### Port wiring, run 1

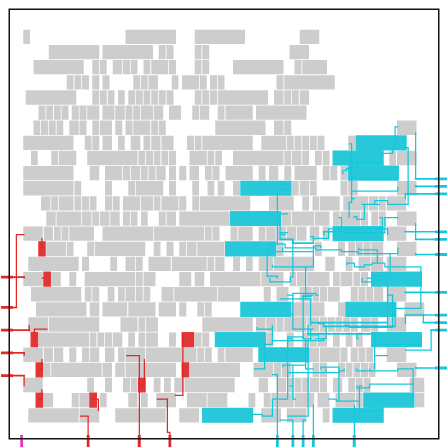
### Clock network drawn from the DEF, run 1

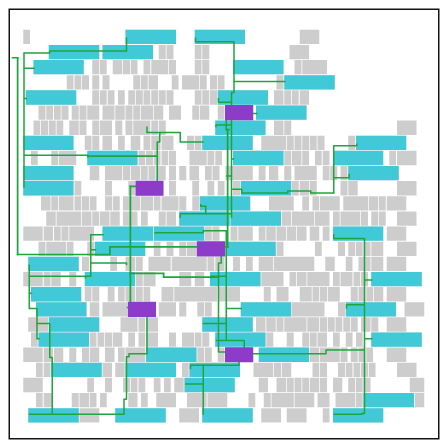
### Wiring by layer, run 1

The bar under the picture is 20 um long.
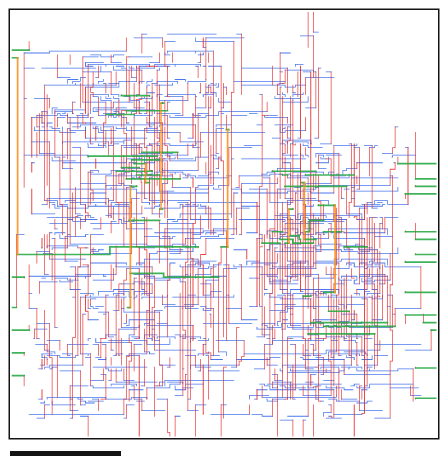
--- config.mk ---
export PLATFORM = sky130hd
export DESIGN_NAME = ccff_chain_loader
export DESIGN_NICKNAME = d
export VERILOG_FILES = /design/src/rtl/ccff_pkg.sv /design/src/rtl/ccff_word_serializer.sv /design/src/rtl/ccff_chain_loader.sv
export SDC_FILE = /design/constraint.sdc
export NUM_CORES = 1
export LEC_CHECK = 0
export ABC_AREA = 1
export ABC_CLOCK_PERIOD_IN_PS = 5000
export CORE_MARGIN = 2
export CORE_UTILIZATION = 60
export DETAILED_ROUTE_END_ITERATION = 6
export PLACE_DENSITY = 0.86
export SETUP_SLACK_MARGIN = 0.5
export SLEW_MARGIN = 20
export SYNTH_ARGS = -nofsm -noshare
export SYNTH_HDL_FRONTEND = slang
export SYNTH_HIERARCHICAL = 1
export SYNTH_SLANG_ARGS = --single-unit
--- constraint.sdc ---
create_clock -name prog_clk -period 5 [get_ports prog_clk]
set_clock_uncertainty 0.1 [all_clocks]
set_input_delay 1 -clock prog_clk [delete_from_list [all_inputs] [get_ports prog_clk]]
set_output_delay 1 -clock prog_clk [all_outputs]
set_load 0.01 [all_outputs]
--- src/rtl/ccff_pkg.sv ---
// ---------------------------------------------------------------------------
// ccff_pkg
// Shared definitions for the CCFF configuration-chain loader:
//   - ccff_state_e    : loader FSM states (IDLE, LOAD, VERIFY, DONE)
//   - BIT_COUNT_W     : width of the per-pass shift counter
//   - words_per_pass(): host words needed to fill a chain of chain_len bits
// ---------------------------------------------------------------------------
package ccff_pkg;

  typedef enum logic [1:0] {
    ST_IDLE   = 2'd0,
    ST_LOAD   = 2'd1,
    ST_VERIFY = 2'd2,
    ST_DONE   = 2'd3
  } ccff_state_e;

  localparam int BIT_COUNT_W = 16;

  // ceil(chain_len / word_w): the last word may be only partly used.
  function automatic int words_per_pass(input int chain_len, input int word_w);
    return (chain_len + word_w - 1) / word_w;
  endfunction

endpackage

--- src/rtl/ccff_word_serializer.sv ---
// ---------------------------------------------------------------------------
// ccff_word_serializer
// Turns host words into a bit-serial stream for the head of the CCFF chain.
// One word buffer is held; the bit currently on ccff_head is always
// buf_word[buf_idx] while buf_full is set, so a new word can be taken in the
// same cycle its predecessor's last bit is being shifted, giving gap-free
// shifting when the host keeps word_valid high.
//
// Ports:
//   clk, rst_n    : programming clock, asynchronous active-low reset
//   active        : loader is in a shifting pass (LOAD or VERIFY)
//   restart       : begin a new pass (clears buffer and word counter)
//   word_in       : host word, consumed LSB first
//   word_valid    : host offers word_in
//   word_ready    : word_in is accepted this cycle when word_valid is high
//   ccff_head     : registered serial data to the chain head
//   chain_clk_en  : registered chain shift enable
// ---------------------------------------------------------------------------
module ccff_word_serializer
  import ccff_pkg::*;
#(
  parameter int CHAIN_LEN = 12,
  parameter int WORD_W    = 8
) (
  input  logic              clk,
  input  logic              rst_n,
  input  logic              active,
  input  logic              restart,
  input  logic [WORD_W-1:0] word_in,
  input  logic              word_valid,
  output logic              word_ready,
  output logic              ccff_head,
  output logic              chain_clk_en
);

  localparam int IDX_W = (WORD_W > 1) ? $clog2(WORD_W) : 1;
  localparam int WORDS = words_per_pass(CHAIN_LEN, WORD_W);

  // Last valid bit index of an ordinary word and of the final word of a pass.
  localparam logic [IDX_W-1:0]       FULL_LAST  = IDX_W'(WORD_W - 1);
  localparam logic [IDX_W-1:0]       FINAL_LAST = IDX_W'((CHAIN_LEN - 1) % WORD_W);
  localparam logic [BIT_COUNT_W-1:0] FINAL_WORD = BIT_COUNT_W'(WORDS - 1);

  logic [WORD_W-1:0]      buf_word;
  logic [IDX_W-1:0]       buf_idx;
  logic [IDX_W-1:0]       buf_last;
  logic                   buf_full;
  logic [BIT_COUNT_W-1:0] word_cnt;
  logic                   final_taken;

  logic                   on_last;
  logic                   take;
  logic [IDX_W-1:0]       next_idx;
  logic [IDX_W-1:0]       next_last;

  // Handshake and next-bit selection derived from buffer state only.
  always_comb begin
    on_last    = buf_full && (buf_idx == buf_last);
    word_ready = active && !final_taken && (!buf_full || on_last);
    take       = word_ready && word_valid;
    next_idx   = buf_idx + IDX_W'(1);
    if (word_cnt == FINAL_WORD) begin
      next_last = FINAL_LAST;
    end else begin
      next_last = FULL_LAST;
    end
  end

  // Word buffer, bit index, word counter and the chain-facing registers.
  always_ff @(posedge clk or negedge rst_n) begin
    if (!rst_n) begin
      buf_word     <= '0;
      buf_idx      <= '0;
      buf_last     <= '0;
      buf_full     <= 1'b0;
      word_cnt     <= '0;
      final_taken  <= 1'b0;
      ccff_head    <= 1'b0;
      chain_clk_en <= 1'b0;
    end else if (restart) begin
      // ccff_head deliberately holds its value across pass boundaries.
      buf_idx      <= '0;
      buf_last     <= '0;
      buf_full     <= 1'b0;
      word_cnt     <= '0;
      final_taken  <= 1'b0;
      chain_clk_en <= 1'b0;
    end else if (take) begin
      // Bit 0 of the new word goes straight to the head register.
      buf_word     <= word_in;
      buf_idx      <= '0;
      buf_last     <= next_last;
      buf_full     <= 1'b1;
      ccff_head    <= word_in[0];
      chain_clk_en <= 1'b1;
      word_cnt     <= word_cnt + BIT_COUNT_W'(1);
      final_taken  <= (word_cnt == FINAL_WORD);
    end else if (buf_full && !on_last) begin
      buf_idx      <= next_idx;
      ccff_head    <= buf_word[next_idx];
      chain_clk_en <= 1'b1;
    end else begin
      // Buffer drained (or never filled): stall, head keeps its value.
      buf_full     <= 1'b0;
      chain_clk_en <= 1'b0;
    end
  end

endmodule

--- src/rtl/ccff_chain_loader.sv ---
// ---------------------------------------------------------------------------
// ccff_chain_loader
// Writer-side loader for a CCFF configuration chain. A host streams words
// over a valid/ready handshake; they are shifted onto ccff_head with a
// matching chain_clk_en so the chain shifts exactly CHAIN_LEN times per pass.
//
// Optional feature, macro CCFF_CHAIN_LOADER_READBACK_CHECK_EN:
//   adds a VERIFY pass in which the host re-supplies the same bitstream and
//   ccff_tail is compared with ccff_head on every shift; any difference sets
//   the sticky error flag. Without the macro, LOAD goes straight to DONE,
//   error is constant 0 and ccff_tail is ignored.
//
// Ports:
//   prog_clk      : programming clock (only clock)
//   prog_reset_n  : asynchronous active-low reset
//   start         : begin a load, honoured in IDLE or DONE only
//   word_in       : configuration word, LSB shifted first
//   word_valid    : host offers word_in
//   word_ready    : loader accepts word_in this cycle
//   ccff_head     : registered serial data to the chain head
//   chain_clk_en  : registered chain shift enable
//   ccff_tail     : chain output, used for readback checking
//   busy          : load or verify pass in progress
//   done          : held high in DONE
//   bit_count     : shifts completed in the current pass
//   error         : sticky readback mismatch
// ---------------------------------------------------------------------------
module ccff_chain_loader
  import ccff_pkg::*;
#(
  parameter int CHAIN_LEN = 12,
  parameter int WORD_W    = 8
) (
  input  logic                   prog_clk,
  input  logic                   prog_reset_n,
  input  logic                   start,
  input  logic [WORD_W-1:0]      word_in,
  input  logic                   word_valid,
  output logic                   word_ready,
  output logic                   ccff_head,
  output logic                   chain_clk_en,
  input  logic                   ccff_tail,
  output logic                   busy,
  output logic                   done,
  output logic [BIT_COUNT_W-1:0] bit_count,
  output logic                   error
);

  localparam logic [BIT_COUNT_W-1:0] LAST_SHIFT = BIT_COUNT_W'(CHAIN_LEN - 1);

  ccff_state_e state;
  logic        active;
  logic        start_take;
  logic        pass_last;
  logic        restart;

  // Pass control: the final shift of a pass is the enabled cycle in which
  // CHAIN_LEN-1 shifts have already completed.
  always_comb begin
    active     = (state == ST_LOAD) || (state == ST_VERIFY);
    start_take = start && ((state == ST_IDLE) || (state == ST_DONE));
    pass_last  = active && chain_clk_en && (bit_count == LAST_SHIFT);
    restart    = start_take || pass_last;
  end

  ccff_word_serializer #(
    .CHAIN_LEN (CHAIN_LEN),
    .WORD_W    (WORD_W)
  ) u_serializer (
    .clk          (prog_clk),
    .rst_n        (prog_reset_n),
    .active       (active),
    .restart      (restart),
    .word_in      (word_in),
    .word_valid   (word_valid),
    .word_ready   (word_ready),
    .ccff_head    (ccff_head),
    .chain_clk_en (chain_clk_en)
  );

`ifndef CCFF_CHAIN_LOADER_READBACK_CHECK_EN
  logic unused_tail;
  assign unused_tail = ccff_tail;
  assign error       = 1'b0;
`endif

  // Loader FSM with registered busy/done/bit_count (and error when checking).
  always_ff @(posedge prog_clk or negedge prog_reset_n) begin
    if (!prog_reset_n) begin
      state     <= ST_IDLE;
      busy      <= 1'b0;
      done      <= 1'b0;
      bit_count <= '0;
`ifdef CCFF_CHAIN_LOADER_READBACK_CHECK_EN
      error     <= 1'b0;
`endif
    end else begin
      case (state)
        ST_IDLE, ST_DONE: begin
          if (start_take) begin
            state     <= ST_LOAD;
            busy      <= 1'b1;
            done      <= 1'b0;
            bit_count <= '0;
`ifdef CCFF_CHAIN_LOADER_READBACK_CHECK_EN
            error     <= 1'b0;
`endif
          end
        end
        ST_LOAD: begin
          if (chain_clk_en) begin
            bit_count <= bit_count + BIT_COUNT_W'(1);
          end
          if (pass_last) begin
`ifdef CCFF_CHAIN_LOADER_READBACK_CHECK_EN
            state     <= ST_VERIFY;
            bit_count <= '0;
`else
            state     <= ST_DONE;
            busy      <= 1'b0;
            done      <= 1'b1;
`endif
          end
        end
`ifdef CCFF_CHAIN_LOADER_READBACK_CHECK_EN
        ST_VERIFY: begin
          if (chain_clk_en) begin
            bit_count <= bit_count + BIT_COUNT_W'(1);
            // The tail presents the bit loaded at this same pass position.
            if (ccff_tail != ccff_head) begin
              error <= 1'b1;
            end
          end
          if (pass_last) begin
            state <= ST_DONE;
            busy  <= 1'b0;
            done  <= 1'b1;
          end
        end
`endif
        default: begin
          state     <= ST_IDLE;
          busy      <= 1'b0;
          done      <= 1'b0;
          bit_count <= '0;
        end
      endcase
    end
  end

endmodule

==> results_dict.tcl, run 1 <==
# yosys + openroad results
set metrics [dict create \
    outcome "complete, no violations" \
    synth.largest_area_cell "dfrtp_1" \
    grt_setup_unrepaired "false" \
    whs_endpoint "u_serializer/ccff_head" \
    yosys-stat-cells 431 \
    dp_cells 527 \
    clock_tree.htree_level_count 2 \
    maximum_frequency_from_static_timing_analysis_ghz 0.2680 \
    synth_simple_gate_area_share 0.3816 \
    number_of_flops_mapped_to_enable_cells_by_yosys 0 \
    adder_share 0.02745 \
    routed_wirelength_mm 6.502 \
    most_numerous_logic_cells_after_layout "nand2_1 (138), nor2_1 (58), dfrtp_1 (53)" \
    final.fill_count 402 \
    synth.yosys.seq_area_share 0.4157 \
    mappedNetlistArea_um2 3191 \
    routed_wire_length_per_instance_um 12.15 \
    worstPathRequired_ps 3900 \
    power.share.switching 0.4427 \
    boundaryPins 35 \
    layout.nets 484 \
    antenna_violations_before_repair 0 \
    clkTransAtPathRegs_ps 100 \
    buffer_ports.inserted 32 \
    critical_path.endpoint_type "primary output" \
    net-switching-power_uw 713.5 \
    post_synth_main_area_contributors "dfrtp_1 (42%), nand2_1 (16%), nor2_1 (6.8%)" \
    crit_end "word_ready" \
    worstPathBufferInverterCount 5 \
    biggest_cell_category_by_area_in_the_final_layout "combinational gates" \
    detailedRoute.firstPassIterationCount 6 \
    crit_family "buffers and inverters" \
    die_width_um 76.92 \
    setup_viol 0 \
    type_of_the_worst_setup_path "flip-flop to primary output" \
    mapped_nets 451 \
    cp_common_cell "inv_1" \
    reg.largest.list "bit_count x16, u_serializer/word_cnt x16, u_serializer/buf_word x8" \
    drive_gt1_frac 0.07097 \
    max_cap_violations 0 \
    timing.final.max_slew_violations 0 \
    ys_warn_count 6 \
    area_delta_synth_final_pct 13.69 \
    number_of_hold_buffers_added_after_cts 0 \
    initCoreUtil 0.6247 \
    floorplan.tapcells 70 \
    max-clock-path-buffers 2 \
    global_route_wire_length_before_repair_mm 11.52 \
    place_hpwl_mm 4.713 \
    fraction_of_synthesized_area_in_multiplexers 0.003137 \
    yosysTopAreaCellShare 0.4157 \
    chip_area_um2 5917 \
    synth.logic.top_family "simple AND/OR/NAND/NOR gates" \
    worstReg2RegEnd "u_serializer/buf_last[1]" \
    detail_route.iter0.violations 195 \
    via_count_of_the_first_global_routing_pass 2681 \
    timing.hold.worst.class "flip-flop to flip-flop" \
    layout_worst_path_cycle_share 0.7462 \
    regToRegSetupSlack_ps 2180 \
    post_synth_inst_count 431 \
    setup-tns-final_ps 0 \
    worst_r2r_path_depth 13 \
    lay_top_count "nand2_1" \
    floorplan.core_area_um2 5107 \
    openroad.warnings 30 \
    via_count 2809 \
    synth_compound_gate_area_share 0.06078 \
    timing.critical_path.slowest_stage_cell "clkdlybuf4s50_1" \
    globalplace.congestion 0.9062 \
    synthTopCellsByCount "nand2_1 (138), nor2_1 (58), dfrtp_1 (53)" \
    grt-ovfl-total 0 \
    layout.clock_buffers 6 \
    synthFlopType "dfrtp_1" \
    critical_path_arrival_ps 2630 \
    post-layout-total-power_uw 1612 \
    cts_inserted_buffers 5 \
    largest_net_degree_at_the_start_of_global_routing 54 \
    number_of_standard_cells_in_the_final_layout_excluding_fillers 535 \
    cts_tree "done" \
    synth.cellmix.xorXnorShare 0.02471 \
    combinational_area_um2 1592 \
    final_hold_viol_count 0 \
    nonClockInverterCount 52 \
    crit_start "state[0]" \
    fp.dieH_um 76.92 \
    post_cts_resize_count 0 \
    power.static_leakage_uw 0.001819 \
    synthArstFlopShare 1.000 \
    root_buffer "clkbuf_8" \
    comb-cell-share 0.4388 \
    power.share.sequential 0.377 \
    max-vdd-ir-drop_v 0.0004028 \
    p_int_uw 898.2 \
    hold_ws_ps 391.6 \
    finalWorstSetupSlack_ps 1269 \
    yosysMostFrequentCell "nand2_1" \
    timing.slew.headroom 0.5636 \
    power_frac_comb 0.465 \
    power.density_nw_per_um2 444.3 \
    fp-row-count 26 \
    startpoint_kind_of_the_worst_setup_timing_path "flip-flop" \
    worstPathMaxFanout 4 \
    grtUsageTotal 0.2376 \
    rr_startpoint "state[0]" \
    antenna_cells 0 \
    post_cts.repair.setup_buffers 0 \
    hold_path_depth 2 \
    netlist-cell-type-count 39 \
    hp-start "u_serializer/ccff_head" \
    area_share_clock_buf_inv 0.02656 \
    worstSetupPathDepth 8 \
    detailedPlace.worstSlack_ps 1603 \
    via_per_inst 5.250 \
    syn_avg_cell_area_um2 7.403 \
    postPlaceCellArea_um2 3531 \
    drc 0 \
]
-- 'Port wiring' (at the start) --
- cyan: bit_count (direction output; edge 11 east, 5 south; end cells 16; wire 648 um)
- magenta: ccff_tail (direction input; edge south; end cells 0)
- red: word_in (direction input; edge 5 west, 3 south; end cells 9; wire 90.9 um)

-- 'Clock network drawn from the DEF' (at the start) --
- green: clock wires (length 612 um)
- purple: clock-net drivers (count 5)
- cyan: flip-flops (count 53)
- flops lie: all over the die
total clock network power: 254 uW
Clock Latency Late Sink: 310 ps

-- 'Wiring by layer' (at the start) --
- blue: M1 (wire length 2,800 um)
- red: M2 (wire length 3,270 um)
- green: M3 (wire length 307 um)
- orange: M4 (wire length 133 um)

[run 1: routing by layer]
layer  vias to the layer above  GRT usage  routed length, um
li1                       1426          -                  -
met1                      1272     0.2978               2796
met2                        94     0.4114               3266
met3                        17    0.02235                307
met4                         0     0.1164                132
met5                         -          0                  0
[run 1: power by group through the flow]
stage | Combinational [uW] | Clock, uW | Sequential (uW)
4_1_cts | 758 | 262 | 607
3_3_place_gp | 727 | 0 | 610
2_1_floorplan | 595 | 0 | 609
3_5_place_dp | 756 | 0 | 615
6_report | 750 | 254 | 608
5_1_grt | 856 | 279 | 621
==> run 2, diff against run 1 <==
Settings changed: ABC_CLOCK_PERIOD_IN_PS 5000 to 3900, CORE_UTILIZATION 60 to 57, PLACE_DENSITY 0.86 to 0.83.
Clock period 5 ns to 3.9 ns, I/O delays scaled along.
### Pin placement, run 2

Pins as bars across the die edge, other pins in grey.
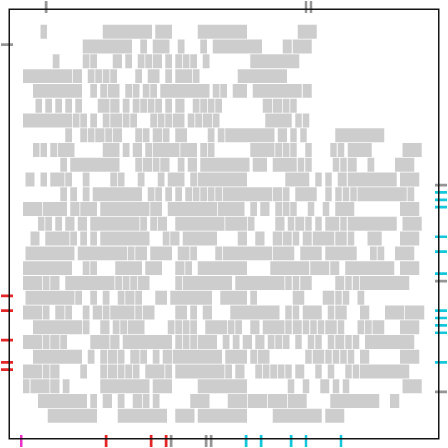
- magenta: ccff_tail (pins 1; direction input; edge south)
- red: word_in (pins 8; direction input; edge 5 west, 3 south)
- cyan: bit_count (pins 16; direction output; edge 11 east, 5 south)
Die Ht: 78.82 um
IO Port Bufs: 32
horizontal die dimension: 78.82 um

==> run 2 against run 1 <==
Hold slack improved by 1.6 ps. Synthesized cell count did not move. Flip-flop count did not move. Sequential share of layout area did not move. Largest power group unchanged. Largest cell class unchanged. Final area unchanged. Non-clock buffer count unchanged. Count of clock-buffer cells in the layout unchanged. Combinational power is about 30% higher. Critical path depth stayed put. Clock power rose by 22%. Register-to-register slack worse by 1100 ps.
==> results_dict.tcl, run 2 <==
# yosys + openroad results
set metrics [dict create \
    adder_share 0.02745 \
    hp-start "u_serializer/ccff_head" \
    dr_wl_met2_mm 3.326 \
    maximum_frequency_from_static_timing_analysis_ghz 0.3124 \
    yosysMostFrequentCell "nand2_1" \
    final.fill_count 463 \
    place_hpwl_mm 4.827 \
    cts_inserted_buffers 5 \
    dp_cells 529 \
    clock_latency_late_sink_ps 310 \
    number_of_standard_cells_in_the_final_layout_excluding_fillers 537 \
    outcome "complete, no violations" \
    ys_warn_count 6 \
    worstPathBufferInverterCount 5 \
    globalplace.congestion 0.9410 \
    timing.final.max_slew_violations 0 \
    drive_gt1_frac 0.07097 \
    routed.top_layer "met4" \
    fraction_of_synthesized_area_in_multiplexers 0.003137 \
    yosys-stat-cells 431 \
    globalRoute.busiestLayer "met2" \
    setup_viol 0 \
    cts_tree "done" \
    combinational_area_um2 1599 \
    crit_start "state[0]" \
    number_of_flops_mapped_to_enable_cells_by_yosys 0 \
    worst_r2r_path_depth 13 \
    antenna_violations_before_repair 0 \
    synthArstFlopShare 1.000 \
    root_buffer "clkbuf_8" \
    grt.met3_usage 0.04205 \
    hold_path_depth 2 \
    most_numerous_logic_cells_after_layout "nand2_1 (138), nor2_1 (57), dfrtp_1 (53)" \
    syn_avg_cell_area_um2 7.403 \
    mappedNetlistArea_um2 3191 \
    post_synth_main_area_contributors "dfrtp_1 (42%), nand2_1 (16%), nor2_1 (6.8%)" \
    critical_path_arrival_ps 2320 \
    whs_endpoint "u_serializer/ccff_head" \
    max-clock-path-buffers 2 \
    clkTransAtPathRegs_ps 100 \
    chip_area_um2 6212 \
    max-vdd-ir-drop_v 0.0004693 \
    timing.hold.worst.class "flip-flop to flip-flop" \
    startpoint_kind_of_the_worst_setup_timing_path "flip-flop" \
    worstPathMaxFanout 4 \
    clock_tree.htree_level_count 2 \
    synth_compound_gate_area_share 0.06078 \
    post_cts.repair.setup_buffers 0 \
    crit_end "word_ready" \
    rr_startpoint "state[0]" \
    layout_worst_path_cycle_share 0.8208 \
    routed_met3_length_um 250 \
    largest_net_degree_at_the_start_of_global_routing 33 \
    initCoreUtil 0.5866 \
    area_delta_synth_final_pct 13.69 \
    fp-row-count 27 \
    critical_path.endpoint_type "primary output" \
    detail_route.iter0.violations 119 \
    synth.logic.top_family "simple AND/OR/NAND/NOR gates" \
    synth.cellmix.xorXnorShare 0.02471 \
    m1WireLength_mm 2.905 \
    detailedPlace.worstSlack_ps 776.0 \
    yosysTopAreaCellShare 0.4157 \
    synthTopCellsByCount "nand2_1 (138), nor2_1 (58), dfrtp_1 (53)" \
    met2_usage 0.4205 \
    routed_wire_length_per_instance_um 12.18 \
    via_count 2841 \
    mapped_nets 451 \
    openroad.warnings 30 \
    number_of_hold_buffers_added_after_cts 0 \
    worstPathRequired_ps 3020 \
    cp_common_cell "inv_1" \
    power.density_nw_per_um2 569.0 \
    final_hold_viol_count 0 \
    met1_track_usage_gr 0.2750 \
    synth.yosys.seq_area_share 0.4157 \
    grt_setup_unrepaired "false" \
    crit_family "buffers and inverters" \
    via_count_of_the_first_global_routing_pass 2729 \
    worstReg2RegEnd "u_serializer/buf_last[2]" \
    timing.slew.headroom 0.5261 \
    timing.critical_path.slowest_stage_cell "clkdlybuf4s50_1" \
    via_per_inst 5.291 \
    drc 0 \
    synth_simple_gate_area_share 0.3816 \
    global_route_wire_length_before_repair_mm 11.52 \
    layout.nets 484 \
    floorplan.core_area_um2 5439 \
    post-layout-total-power_uw 2064 \
    lay_top_count "nand2_1" \
    netlist-cell-type-count 39 \
    type_of_the_worst_setup_path "flip-flop to primary output" \
    detailedRoute.firstPassIterationCount 4 \
    synth.largest_area_cell "dfrtp_1" \
]
### Wiring by layer, run 2

The bar under the picture is 20 um long.
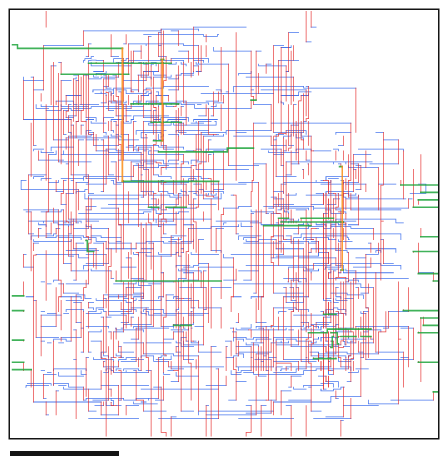
- green: M3 (wire length 251 um)
- blue: M1 (wire length 2,910 um)
- red: M2 (wire length 3,330 um)
- orange: M4 (wire length 58.5 um)
total wire length after detailed routing: 6.540 mm
overall track demand over capacity in global routing: 0.2308

## run 2: cell counts after synthesis
Identical to the previous run, type by type.
## run 2: metrics by stage
stage          area (um^2)  hold slack, ps  utilization
2_1_floorplan         3191           349.5            -
6_report              3627           393.2       0.6669
5_1_grt               3627           411.1       0.6669
4_1_cts               3622           392.7       0.6660
3_3_place_gp          3533           363.6       0.6496
3_5_place_dp          3533           367.4       0.6496
## run 2: layout make-up
class                   instances  share of cell area
inverters                      52             0.05381
flip-flops and latches         53              0.3656
clock buffers                   6             0.02001
clock inverters                 2            0.003794
well taps                      72             0.02484
repair buffers                 34             0.09107
multi-input cells             318              0.4408
## run 2: where the power goes
part | internal [uW] | total (uW) | switching, uW
sequential | 677 | 778 | 101
clock | 128 | 309 | 180
combinational | 336 | 977 | 641
Power is estimated from default activity; no workload was simulated.
